Fig. 1: PDN straps and rails
Scale bar: 20 um. Pins as bars on the die edge. Tap cells in gray.
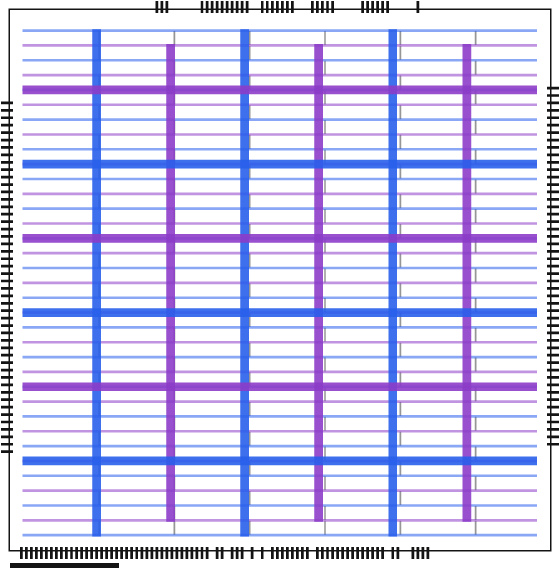
Fig. 2: placed cells, one color a class
Scale bar: 20 um.
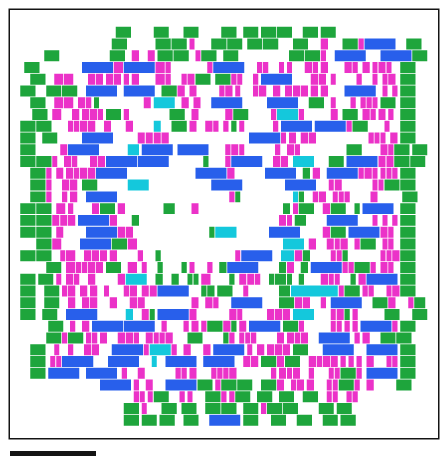
==> config.mk <==
export PLATFORM = sky130hd
export DESIGN_NAME = alu_srcb_sel_reg_flat
export DESIGN_NICKNAME = d
export VERILOG_FILES = /design/src/rtl/alu_srcb_sel_reg_if.sv /design/src/rtl/alu_srcb_sel_reg.sv /design/src/flat_wrapper.sv
export SDC_FILE = /design/constraint.sdc
export NUM_CORES = 1
export LEC_CHECK = 0
export ABC_AREA = 1
export ABC_CLOCK_PERIOD_IN_PS = 2710
export CAP_MARGIN = 20
export CORE_MARGIN = 2
export CORE_UTILIZATION = 35
export CTS_CLUSTER_SIZE = 30
export DETAILED_ROUTE_END_ITERATION = 10
export GPL_TIMING_DRIVEN = 0
export PLACE_DENSITY = 0.78
export SYNTH_ARGS = -nofsm -noshare
export SYNTH_HDL_FRONTEND = slang
export SYNTH_SLANG_ARGS = --single-unit
==> constraint.sdc <==
create_clock -name clk -period 2.71 [get_ports clk]
set_clock_uncertainty 0.2 [all_clocks]
set_input_delay 0.542 -clock clk [delete_from_list [all_inputs] [get_ports clk]]
set_output_delay 0.542 -clock clk [all_outputs]
set_load 0.005 [all_outputs]
==> results.ini <==
[clock_tree]
cts_tree = built
ctsHoldBuffers = 0
cts-resized-gates = 0

[run_status]
outcome = complete, no violations

[placed_design]
gp_congestion = 0.875
dp_worst_setup_slack_ns = 0.396

[critical_path]
critPathMaxFanout = 10
end_kind = flip-flop
r2r_setup_slack_ns = 1.51

[finish]
fin_nets = 826

[synth]
common_cells = nor2_1 (100), nand2_1 (85), o21ai_0 (66), dfxtp_1 (65), nand3_1 (65)
synth.ff_latch_count = 65
most_common_cell = nor2_1
yosysTopAreaCellShare_pct = 41.2
ys_chip_area_mm2 = 0.00316

[floorplanning]
chipArea_mm2 = 0.00980

[pwr]
p_int_uw = 1760
power_frac_clock_pct = 33.4
p_sw_uw = 652
power_density_mw_per_mm2 = 471

[route]
top_layer = met4
routed_via_density = 4.98
drc = 0
drt_iter0_markers = 157
routed_wl_mm = 11.7

[timing]
period_needed_ns = 1.99
layout_setup_ws_ns = 0.716

Notes on Fig. 1 above:
| color | net |
|---|---|
| purple | VDD |
| blue | VSS |
met5 straps: 6
rows: 34
met4 straps: 6
Die Wd: 99.0 um
Die H: 99.0 um
core area: 0.00872 mm2

Notes on Fig. 2 above:
| color | class | cells | share of their area |
|---|---|---|---|
| blue | flops | 65 | 26% |
| green | other buffers and delay cells | 202 | 36% |
| magenta | all other logic | 380 | 34% |
| cyan | clock drivers and dummy loads | 16 | 3.8% |
sequential cell area share: 25.4%
number of cell rows: 34

-- cells by family after synthesis --
kind of cell           Yosys count  share of synthesized area [%]
AND/OR/NAND/NOR                265                           35.3
other                            1                          0.119
buffers and inverters           43                           6.10
flip-flops                      65                           41.2
AND-OR/OR-AND                  109                           17.3
-- critical path, cell delays in order --
cell	delay, ns
clkdlybuf4s50_1	0.59
clkbuf_1	0.36
clkbuf_1	0.38
a21oi_1	0.13
-- per-stage QoR --
| step | total power (uW) | utilization (%) | instance area [um2] | std cells |
|---|---|---|---|---|
| finish | 2410 | 58.7 | 5120 | 771 |
| global route | 2520 | 58.7 | 5120 | 771 |
| CTS | 2420 | 58.7 | 5120 | 771 |
| detailed placement | 1620 | 56.6 | 4930 | 755 |
| global placement | 1610 | 56.6 | 4930 | 755 |
| floorplan | 1280 | - | 3160 | 483 |
-- cell type report --
cell class              count  area, um2
inverters                   5       18.8
plain buffers              38        174
fillers                   856       3600
well taps                 108        135
clock inverters             5       56.3
flip-flops and latches     65       1300
multi-input cells         375       1660
repair buffers            164       1640
clock buffers              11        131
-- cells in the final DEF (no fill, tap or decap), types with 3 or more instances in the layout --
cell and n:
clkdlybuf4s50_1 164, nor2_1 100, nand2_1 85, o21ai_0 66
nand3_1 65, dfxtp_1 65, a21oi_1 32, clkbuf_1 25
or2_0 12, o21ai_1 11, buf_2 10, clkbuf_8 9
buf_4 5, inv_2 3
-- layer usage --
metal,vias to the layer above,track usage (%)
li1,1944,-
met2,174,41.0
met5,-,0
met3,18,5.82
met4,0,8.75
met1,1705,28.8
-- power by group through the flow --
stage	logic, uW	registers (uW)	clock network [uW]
final	547	1060	805
after global routing	601	1070	857
after CTS	547	1060	817
after detailed placement	543	1080	0
after global placement	534	1080	0
after floorplan	210	1070	0
Power figures rest on the tool's default switching activity, not on a simulated workload.
